**src/rtl/cpu_bus_pkg.sv**
```systemverilog
// Shared definitions for the CPU-side cache bus master: C1 command codes,
// FSM state type and command classification / read-size helpers.
package cpu_bus_pkg;

    localparam logic [2:0] C1_NOP        = 3'd0;
    localparam logic [2:0] C1_READ8      = 3'd1;
    localparam logic [2:0] C1_READ16     = 3'd2;
    localparam logic [2:0] C1_READ32     = 3'd3;
    localparam logic [2:0] C1_INVALIDATE = 3'd4;
    localparam logic [2:0] C1_WRITE8     = 3'd5;
    localparam logic [2:0] C1_WRITE16    = 3'd6;
    localparam logic [2:0] C1_WRITE32    = 3'd7;
    localparam logic [2:0] C1_RESPONSE   = 3'd7;

    typedef enum logic [2:0] {
        S_IDLE,
        S_ADDR_HI,
        S_ADDR_LO,
        S_WDATA,
        S_TURN,
        S_WAIT_RSP,
        S_RDATA,
        S_DONE
    } state_t;

    function automatic logic is_read(input logic [2:0] cmd);
        return (cmd == C1_READ8) || (cmd == C1_READ16) || (cmd == C1_READ32);
    endfunction

    function automatic logic is_write(input logic [2:0] cmd);
        return (cmd == C1_WRITE8) || (cmd == C1_WRITE16) || (cmd == C1_WRITE32);
    endfunction

    // Narrow reads return only the low byte / half-word of the assembled word.
    function automatic logic [63:0] read_mask(input logic [2:0] cmd);
        case (cmd)
            C1_READ8:  return 64'h0000_0000_0000_00FF;
            C1_READ16: return 64'h0000_0000_0000_FFFF;
            default:   return '1;
        endcase
    endfunction

endpackage

```
**src/rtl/cpu_bus_timer.sv**
```systemverilog
// Loadable down-counter for the response-wait limit; o_expired is high
// while the count sits at zero.
module cpu_bus_timer #(
    parameter int W = 8
) (
    input  logic         i_clk,
    input  logic         i_reset,
    input  logic         i_load,
    input  logic [W-1:0] i_load_val,
    input  logic         i_en,
    output logic         o_expired
);

    logic [W-1:0] r_count;

    always_ff @(posedge i_clk) begin
        if (i_reset) begin
            r_count <= '0;
        end else if (i_load) begin
            r_count <= i_load_val;
        end else if (i_en && (r_count != '0)) begin
            r_count <= r_count - 1'b1;
        end
    end

    assign o_expired = (r_count == '0);

endmodule

```
**src/rtl/cpu_bus_master.sv**
```systemverilog
// CPU-side master for the shared cache bus: serialises a request into address
// and write-data beats, then collects the response. Optional wait limit: CPU_BUS_TIMEOUT_EN.
module cpu_bus_master
    import cpu_bus_pkg::*;
#(
    parameter int ADDR_W   = 20,
    parameter int OFFSET_W = 5,
    parameter int BUS_W    = 16,
    parameter int WORD_W   = 32,
    parameter int TIMEOUT  = 255
) (
    input  logic                       i_clk,
    input  logic                       i_reset,
    input  logic                       i_req_valid,
    output logic                       o_req_ready,
    input  logic [2:0]                 i_req_cmd,
    input  logic [ADDR_W-1:0]          i_req_addr,
    input  logic [WORD_W-1:0]          i_req_wdata,
    output logic                       o_rsp_valid,
    output logic [WORD_W-1:0]          o_rsp_rdata,
    output logic                       o_rsp_err,
    output logic                       o_busy,
    output logic [ADDR_W-OFFSET_W-1:0] o_a1_out,
    output logic [2:0]                 o_c1_out,
    output logic                       o_c1_oe,
    input  logic [2:0]                 i_c1_in,
    output logic [BUS_W-1:0]           o_d1_out,
    output logic                       o_d1_oe,
    input  logic [BUS_W-1:0]           i_d1_in
);

    localparam int A1_W   = ADDR_W - OFFSET_W;
    localparam int NB     = WORD_W / BUS_W;
    localparam int BEAT_W = $clog2(NB + 1);
    localparam logic [BEAT_W-1:0] BEAT_NB   = BEAT_W'(NB);
    localparam logic [BEAT_W-1:0] BEAT_LAST = BEAT_W'(NB - 1);

    state_t              r_state, w_state_nxt;
    logic [2:0]          r_cmd, w_cmd_nxt;
    logic [ADDR_W-1:0]   r_addr, w_addr_nxt;
    logic [WORD_W-1:0]   r_wsh, w_wsh_nxt;
    logic [WORD_W-1:0]   r_rsh, w_rsh_nxt;
    logic [BEAT_W-1:0]   r_beat, w_beat_nxt;
    logic [A1_W-1:0]     r_a1, w_a1_nxt;
    logic [2:0]          r_c1, w_c1_nxt;
    logic                r_c1_oe, w_c1_oe_nxt;
    logic [BUS_W-1:0]    r_d1, w_d1_nxt;
    logic                r_d1_oe, w_d1_oe_nxt;
    logic                r_rsp_valid, w_rsp_valid_nxt;
    logic [WORD_W-1:0]   r_rsp_rdata, w_rsp_rdata_nxt;
    logic                r_rsp_err, w_rsp_err_nxt;
    logic                w_wr_more;
    logic                w_tmo;
    logic [WORD_W-1:0]   w_rsh_in;
    logic [WORD_W-1:0]   w_mask;

`ifdef CPU_BUS_TIMEOUT_EN
    localparam int TMR_W = $clog2(TIMEOUT + 1);
    logic w_tmr_expired;

    cpu_bus_timer #(.W(TMR_W)) u_timer (
        .i_clk      (i_clk),
        .i_reset    (i_reset),
        .i_load     (r_state == S_TURN),
        .i_load_val (TMR_W'(TIMEOUT - 1)),
        .i_en       (r_state == S_WAIT_RSP),
        .o_expired  (w_tmr_expired)
    );

    assign w_tmo = (r_state == S_WAIT_RSP) && w_tmr_expired;
`else
    assign w_tmo = 1'b0;
`endif

    assign w_wr_more = is_write(r_cmd) && (r_beat < BEAT_NB);
    assign w_rsh_in  = (r_rsh << BUS_W) | WORD_W'(i_d1_in);
    assign w_mask    = WORD_W'(read_mask(r_cmd));

    // Outputs are computed for the state being entered and registered with it.
    always_comb begin
        w_state_nxt     = r_state;
        w_cmd_nxt       = r_cmd;
        w_addr_nxt      = r_addr;
        w_wsh_nxt       = r_wsh;
        w_rsh_nxt       = r_rsh;
        w_beat_nxt      = r_beat;
        w_a1_nxt        = '0;
        w_c1_nxt        = '0;
        w_c1_oe_nxt     = 1'b0;
        w_d1_nxt        = '0;
        w_d1_oe_nxt     = 1'b0;
        w_rsp_valid_nxt = 1'b0;
        w_rsp_rdata_nxt = r_rsp_rdata;
        w_rsp_err_nxt   = r_rsp_err;

        case (r_state)
            S_IDLE: begin
                if (i_req_valid) begin
                    w_cmd_nxt  = i_req_cmd;
                    w_addr_nxt = i_req_addr;
                    w_beat_nxt = '0;
                    if (i_req_cmd == C1_NOP) begin
                        w_state_nxt     = S_DONE;
                        w_rsp_valid_nxt = 1'b1;
                        w_rsp_err_nxt   = 1'b0;
                    end else begin
                        w_state_nxt = S_ADDR_HI;
                        w_c1_nxt    = i_req_cmd;
                        w_c1_oe_nxt = 1'b1;
                        w_a1_nxt    = i_req_addr[ADDR_W-1:OFFSET_W];
                        if (is_write(i_req_cmd)) begin
                            w_d1_oe_nxt = 1'b1;
                            w_d1_nxt    = i_req_wdata[WORD_W-1 -: BUS_W];
                            w_wsh_nxt   = i_req_wdata << BUS_W;
                            w_beat_nxt  = BEAT_W'(1);
                        end
                    end
                end
            end
            S_ADDR_HI: begin
                w_state_nxt = S_ADDR_LO;
                w_c1_nxt    = r_cmd;
                w_c1_oe_nxt = 1'b1;
                w_a1_nxt    = A1_W'(r_addr[OFFSET_W-1:0]);
                if (w_wr_more) begin
                    w_d1_oe_nxt = 1'b1;
                    w_d1_nxt    = r_wsh[WORD_W-1 -: BUS_W];
                    w_wsh_nxt   = r_wsh << BUS_W;
                    w_beat_nxt  = r_beat + 1'b1;
                end
            end
            S_ADDR_LO, S_WDATA: begin
                if (w_wr_more) begin
                    w_state_nxt = S_WDATA;
                    w_c1_nxt    = r_cmd;
                    w_c1_oe_nxt = 1'b1;
                    w_d1_oe_nxt = 1'b1;
                    w_d1_nxt    = r_wsh[WORD_W-1 -: BUS_W];
                    w_wsh_nxt   = r_wsh << BUS_W;
                    w_beat_nxt  = r_beat + 1'b1;
                end else begin
                    w_state_nxt = S_TURN;
                    w_beat_nxt  = '0;
                end
            end
            S_TURN: begin
                w_state_nxt = S_WAIT_RSP;
            end
            S_WAIT_RSP: begin
                if (i_c1_in == C1_RESPONSE) begin
                    if (is_read(r_cmd)) begin
                        w_rsh_nxt  = w_rsh_in;
                        w_beat_nxt = BEAT_W'(1);
                        if (BEAT_LAST == '0) begin
                            w_state_nxt     = S_DONE;
                            w_rsp_valid_nxt = 1'b1;
                            w_rsp_err_nxt   = 1'b0;
                            w_rsp_rdata_nxt = w_rsh_in & w_mask;
                        end else begin
                            w_state_nxt = S_RDATA;
                        end
                    end else begin
                        w_state_nxt     = S_DONE;
                        w_rsp_valid_nxt = 1'b1;
                        w_rsp_err_nxt   = 1'b0;
                    end
                end else if (w_tmo) begin
                    w_state_nxt     = S_DONE;
                    w_rsp_valid_nxt = 1'b1;
                    w_rsp_err_nxt   = 1'b1;
                    w_rsp_rdata_nxt = '0;
                end
            end
            S_RDATA: begin
                w_rsh_nxt  = w_rsh_in;
                w_beat_nxt = r_beat + 1'b1;
                if (r_beat == BEAT_LAST) begin
                    w_state_nxt     = S_DONE;
                    w_rsp_valid_nxt = 1'b1;
                    w_rsp_err_nxt   = 1'b0;
                    w_rsp_rdata_nxt = w_rsh_in & w_mask;
                end
            end
            S_DONE: begin
                w_state_nxt = S_IDLE;
            end
            default: begin
                w_state_nxt = S_IDLE;
            end
        endcase
    end

    always_ff @(posedge i_clk) begin
        if (i_reset) begin
            r_state     <= S_IDLE;
            r_cmd       <= '0;
            r_addr      <= '0;
            r_wsh       <= '0;
            r_rsh       <= '0;
            r_beat      <= '0;
            r_a1        <= '0;
            r_c1        <= '0;
            r_c1_oe     <= 1'b0;
            r_d1        <= '0;
            r_d1_oe     <= 1'b0;
            r_rsp_valid <= 1'b0;
            r_rsp_rdata <= '0;
            r_rsp_err   <= 1'b0;
        end else begin
            r_state     <= w_state_nxt;
            r_cmd       <= w_cmd_nxt;
            r_addr      <= w_addr_nxt;
            r_wsh       <= w_wsh_nxt;
            r_rsh       <= w_rsh_nxt;
            r_beat      <= w_beat_nxt;
            r_a1        <= w_a1_nxt;
            r_c1        <= w_c1_nxt;
            r_c1_oe     <= w_c1_oe_nxt;
            r_d1        <= w_d1_nxt;
            r_d1_oe     <= w_d1_oe_nxt;
            r_rsp_valid <= w_rsp_valid_nxt;
            r_rsp_rdata <= w_rsp_rdata_nxt;
            r_rsp_err   <= w_rsp_err_nxt;
        end
    end

    assign o_req_ready = (r_state == S_IDLE);
    assign o_busy      = (r_state != S_IDLE);
    assign o_a1_out    = r_a1;
    assign o_c1_out    = r_c1;
    assign o_c1_oe     = r_c1_oe;
    assign o_d1_out    = r_d1;
    assign o_d1_oe     = r_d1_oe;
    assign o_rsp_valid = r_rsp_valid;
    assign o_rsp_rdata = r_rsp_rdata;
    assign o_rsp_err   = r_rsp_err;

endmodule

```
**config.mk**
```make
export PLATFORM = sky130hd
export DESIGN_NAME = cpu_bus_master
export DESIGN_NICKNAME = d
export VERILOG_FILES = /design/src/rtl/cpu_bus_pkg.sv /design/src/rtl/cpu_bus_timer.sv /design/src/rtl/cpu_bus_master.sv
export SDC_FILE = /design/constraint.sdc
export NUM_CORES = 1
export LEC_CHECK = 0
export ABC_AREA = 0
export CAP_MARGIN = 20
export CORE_MARGIN = 2
export CORE_UTILIZATION = 31
export CTS_CLUSTER_SIZE = 30
export DETAILED_ROUTE_END_ITERATION = 7
export GPL_TIMING_DRIVEN = 0
export HOLD_SLACK_MARGIN = 0.1
export SLEW_MARGIN = 10
export SYNTH_ARGS = -nofsm -noshare
export SYNTH_HDL_FRONTEND = slang
export SYNTH_SLANG_ARGS = --single-unit
```
**constraint.sdc**
```tcl
create_clock -name i_clk -period 1.85 [get_ports i_clk]
set_input_delay 0.185 -clock i_clk [delete_from_list [all_inputs] [get_ports i_clk]]
set_output_delay 0.185 -clock i_clk [all_outputs]
set_load 0.005 [all_outputs]
```
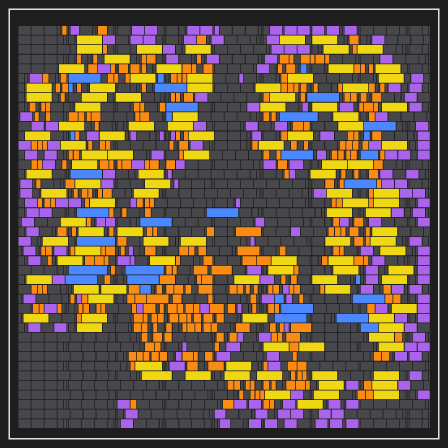
*Cell classes on the final placement, run 1*
Fill, decap, tap and diode cells in grey.
colour	class	cells	share of their area
blue	clock drivers and dummy loads	32	9.6%
purple	remaining buffers and delay cells	186	27%
orange	combinational and other logic	338	28%
yellow	sequential cells	114	35%
fin util: 0.501
post-layout instance area: 6680 um^2
FP Rows: 42
total core area: 13300 um^2
fraction of area in registers: 0.342

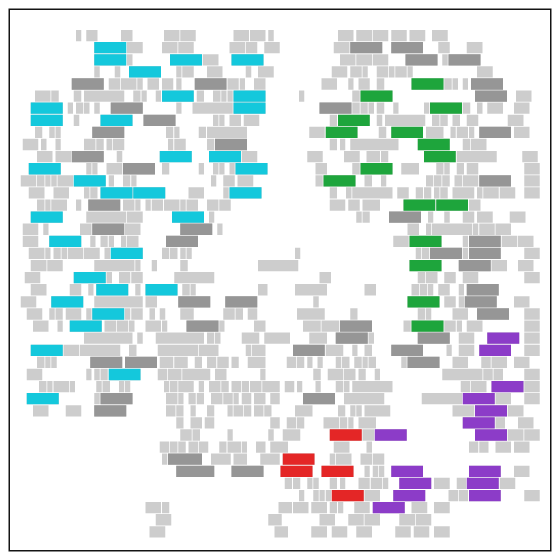
*Register map, names as in the netlist, run 1*
Other sequential cells in the stronger grey, the rest of the logic in the fainter grey.
colour	netlist name	placed flops
purple	o_a1_out	15
green	r_wsh	16
cyan	o_rsp_rdata	32
red	r_addr	5
not coloured	46
P_seq: 2.87 mW
Seq. cell area: 2290 um^2

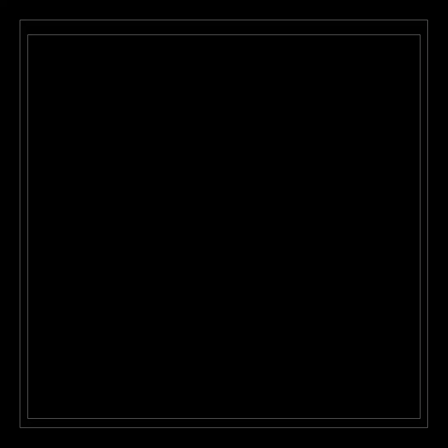
*Cell outlines without signal wires, run 1*
final non-filler cell total: 846
Flops: 114

==> metrics.yaml, run 1 <==
diodes: 0
setup_ws_ns: 0.0688
wl_met3_um: 974
syn-cell-area_um2: 4270
hp-start: "i_req_valid"
clockBufferCount: 22
max-cap-violations: 0
r2r_end: "r_wsh[16]"
crit_end: "r_wsh[16]"
cts_made_buffers: 17
synthCells: 487
ys_sh_aoi: 0.188
drt_wl_total_um: 12900
antenna_found_initial: 0
fp_util: 0.320
synth-adder-area-share: 0.00293
critical-path-max-stage-delay_ns: 0.38
cts-root-buf: "clkbuf_16"
drc_errors: 0
p_clk_frac: 0.404
grtUsageMet2: 0.299
cellLeakagePower_nw: 2.39
synth.cells.most_frequent: "dfxtp_1 (114), nand2_1 (86), nor2_1 (57)"
dr_wl_met2_um: 6100
numSynthFlops: 114
yosys_warnings: 0
buffer_area_frac: 0.256
warnings: 27
comb-power_mw: 2.16
die_h_um: 121
crit_buf_inv: 3
finClkSkew_ns: 0.00699
syn_area_per_cell_um2: 8.77
hold-path-cell-count: 4
clock_latency_ns: 0.41
hold_viol_final: 0
grt.busiest_layer: "met2"
cp_max_fo: 6
port_buffers: 145
r2r_start: "r_state[0]"
vdd_drop_max_mv: 0.667
cpMostUsedCell: "buf_6"
power.switching_mw: 2.43
fin_nets: 735
status: "complete, no violations"
wl_met1_um: 5730
ios: 149
p_comb_frac: 0.256
via_count: 4088
critPathKind: "flip-flop to flip-flop"
p_per_area_nw_per_um2: 1260
grt_pass1_vias: 4051
path_cells: "or3_1, buf_6, buf_6, nor2_4, o22a_4, buf_4, nand3_1, a21oi_1"
whs_endpoint: "r_state[2]"
cts_resized: 12
place_area_um2: 5940
dp.cells: 808
r2r_cells: 8
slew_violations: 0
period_used_share: 0.963
cp-end-kind: "flip-flop"
path_clk_slew_ns: 0.05
gr-usage-met1: 0.221
cts_hold_buffers: 0
grt_pass1_wl_um: 20500
top_area_frac: 0.535
mi_logic_area_um2: 1820
yosysTopAreaCell: "dfxtp_1"
ys_types: 46
grtUsageTotal: 0.182
maxPowerGroup: "the clock network"
ys_seq_frac: 0.535
multi_input_comb_cells: 334
fp.dieArea_um2: 14700
synthMuxAreaShare: 0
p_int_mw: 6.01
ys_sh_simple: 0.223
n_all_inverters: 4
n_all_buffers: 186
dp_hpwl_um: 9010
area_delta_synth_final_pct: 56.5
crit_path_top_delay_cell: "or3_1"
largest_reg_flops: 32
p_sw_frac: 0.288
edf_count: 0
ys_sh_xor: 0.00205
gp_congestion: 0.833
slew-limit-headroom: 0.447
die_w_um: 121
wire_per_inst_um: 15.3
hold_path.class: "primary input to flip-flop"
overflow: 0
fp_nets: 565
top_logic_kind: "simple AND/OR/NAND/NOR gates"
dpl_worst_slack_ns: -0.378
rrSetupSlack_ns: 0.07
start_kind: "flip-flop"
drt_iter0_drc: 314
firstDrtPassIters: 5
cts_max_level: 4
pwr.group.clock_mw: 3.41
synth-main-ff-cell: "dfxtp_1"
worstMarginPinSlew_ns: 0.823
whs_ns: 0.277
n_fill_cell: 1265
async_flop_share: 0
grt_max_degree: 17
ys_cells: 487
path_depth: 8
detail-route-antenna-nets: 0
max_freq_ghz: 0.561
cts_setup_buffers: 6
clock_area_frac: 0.0929
cts_sinks: 114
cts_tree: "built"
biggestCellCategory: "sequential cells"
maxUsedRoutingLayer: "met4"
min_period_ns: 1.78
taps: 176
crit_family: "simple AND/OR/NAND/NOR gates"
top_cells_by_area: "dfxtp_1 (53%), a22oi_1 (7.9%), nand2_1 (7.6%), a21oi_1 (6.2%), nor2_1 (5.0%)"
sh_comb_area: 0.273
cts.path.max_buffers: 2
drive_gt1_frac: 0.116
[run 1: logic make-up after synthesis]
| logic type | Yosys count |
|---|---|
| xor+xnor | 1 |
| fa+ha+maj | 1 |
| flops | 114 |
| buf+inv | 39 |
| compound gates | 124 |
| other cells | 1 |
| simple gates | 207 |
[run 1: layout by cell type, fill, tap and decap left out, drive strengths merged, types with 4 or more instances in the layout]
| cell | n |
|---|---|
| a211oi | 4 |
| a21oi | 53 |
| a22oi | 45 |
| and2 | 12 |
| buf | 22 |
| bufinv | 4 |
| clkbuf | 40 |
| clkdlybuf4s50 | 143 |
| clkinv | 5 |
| dfxtp | 114 |
| inv | 4 |
| nand2 | 87 |
| nand3 | 21 |
| nor2 | 60 |
| nor2b | 5 |
| nor3 | 9 |
| o21ai | 8 |
| or3 | 4 |
### Layout detail, run 1

Bar = 20 um. Window x 5 to 55, y 5 to 55 um. Cells in grey, sequential cells in the stronger grey; small squares are vias.
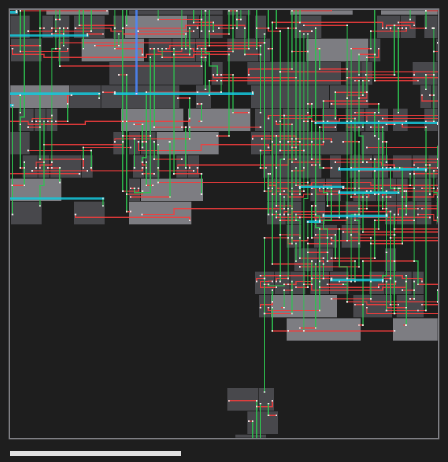

--- run 2 (diff from run 1) ---
--- a/config.mk
+++ b/config.mk
@@ -11,7 +11,6 @@
 export CORE_UTILIZATION = 31
 export CTS_CLUSTER_SIZE = 30
 export DETAILED_ROUTE_END_ITERATION = 7
-export GPL_TIMING_DRIVEN = 0
 export HOLD_SLACK_MARGIN = 0.1
 export SLEW_MARGIN = 10
 export SYNTH_ARGS = -nofsm -noshare
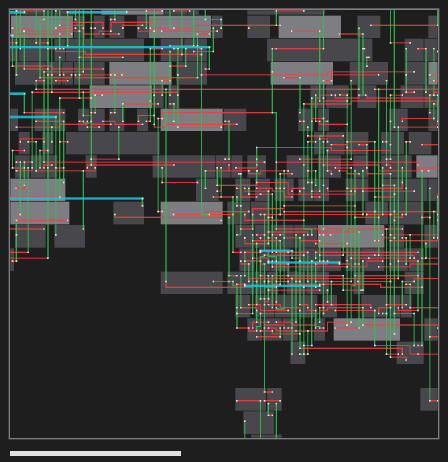
*Layout detail, run 2*
Bar = 20 um. Window x 5 to 55, y 5 to 55 um. Cells in grey, sequential cells in the stronger grey; small squares are vias.
colour	layer
red	metal 1
green	metal 2
cyan	metal 3
sequential cells in the window	12
most frequent	nand2_1 (14), buf_4 (12)
cells with their middle in the window	128
netlist names of flops here include	o_rsp_rdata (5), r_beat (2), r_rsh (2)

==> metrics.yaml, run 2 <==
status: "complete, no violations"
cp_max_fo: 16
warnings: 26
clock_area_frac: 0.0928
grt_pass1_vias: 3789
slew-limit-headroom: 0.521
lay_top_cells: "clkdlybuf4s50_1 (144), dfxtp_1 (111), nand2_1 (86), nor2_1 (54), a21oi_1 (53)"
dr_wl_met2_um: 5730
grtUsageTotal: 0.163
place_area_um2: 6010
crit_buf_inv: 2
yosysTopAreaCell: "dfxtp_1"
placementRows: 42
antenna_found_initial: 0
cts_made_buffers: 17
seq_cells: 114
grt_max_degree: 65
setup_ws_ns: 0.143
clockBufferCount: 20
r2r_cells: 6
grt_pass1_wl_um: 18600
mi_logic_area_um2: 1790
seq_share: 0.344
cts_resized: 6
critical-path-max-stage-delay_ns: 0.42
cp-end-kind: "flip-flop"
detail-route-antenna-nets: 0
area_delta_synth_final_pct: 55.8
layout_top_cell: "clkdlybuf4s50_1"
hp-start: "i_reset"
whs_ns: 0.242
ys_types: 46
r2r_start: "r_state[0]"
top_cells_by_area: "dfxtp_1 (53%), a22oi_1 (7.9%), nand2_1 (7.6%), a21oi_1 (6.2%), nor2_1 (5.0%)"
min_period_ns: 1.71
max_freq_ghz: 0.586
diodes: 0
drive_gt1_frac: 0.117
cts_tree: "built"
cts.path.max_buffers: 2
cpMostUsedCell: "buf_4"
gp_congestion: 0.861
whs_endpoint: "r_beat[0]"
floorplan.core_area_um2: 13300
period_used_share: 0.923
path_clk_slew_ns: 0.06
path_cells: "or3_4, buf_4, buf_4, o22a_4, nand3_1, a21oi_1"
start_kind: "flip-flop"
cts-root-buf: "clkbuf_16"
ys_sh_aoi: 0.188
synthCells: 487
sh_comb_area: 0.270
ys_seq_frac: 0.535
fp_util: 0.320
grt.busiest_layer: "met2"
n_all_buffers: 173
crit_path_top_delay_cell: "or3_4"
p_per_area_nw_per_um2: 1260
cts_max_level: 4
numSynthFlops: 114
crit_family: "simple AND/OR/NAND/NOR gates"
synth-main-ff-cell: "dfxtp_1"
fin_util: 0.498
max-cap-violations: 0
vdd_drop_max_mv: 0.649
fp.dieArea_um2: 14700
fin_cells: 832
ios: 149
ys_sh_simple: 0.223
cellLeakagePower_nw: 2.38
async_flop_share: 0
cts_sinks: 114
edf_count: 0
wl_met1_um: 5200
dp.cells: 800
die_w_um: 121
drc_errors: 0
dp_hpwl_um: 8290
r2r_end: "r_wsh[24]"
buffer_area_frac: 0.258
synth.cells.most_frequent: "dfxtp_1 (114), nand2_1 (86), nor2_1 (57)"
dpl_worst_slack_ns: -0.107
ys_cells: 487
hold_path.class: "primary input to flip-flop"
fp_nets: 565
==> run 2: worst max-delay path by stage <==
stage	from	end	slack [ns]	cells past startpoint
2_1_floorplan	r_state[1]	o_a1_out[10]	0.21	8
3_3_place_gp	r_state[0]	o_rsp_rdata[27]	-0.007	5
3_5_place_dp	r_state[1]	o_rsp_rdata[21]	-0.11	5
4_1_cts	r_state[0]	o_busy	0.02	2
5_1_grt	r_cmd[2]	r_beat[0]	0.01	5
6_report	r_state[0]	r_wsh[24]	0.14	6
==> run 2: where the power goes <==
part | leakage (nW) | internal, mW | switching [mW]
Sequential | 0.924 | 2.71 | 0.142
Combinational | 1.16 | 1.01 | 1.14
Clock | 0.301 | 2.30 | 1.07
Power is estimated from default activity; no workload was simulated.
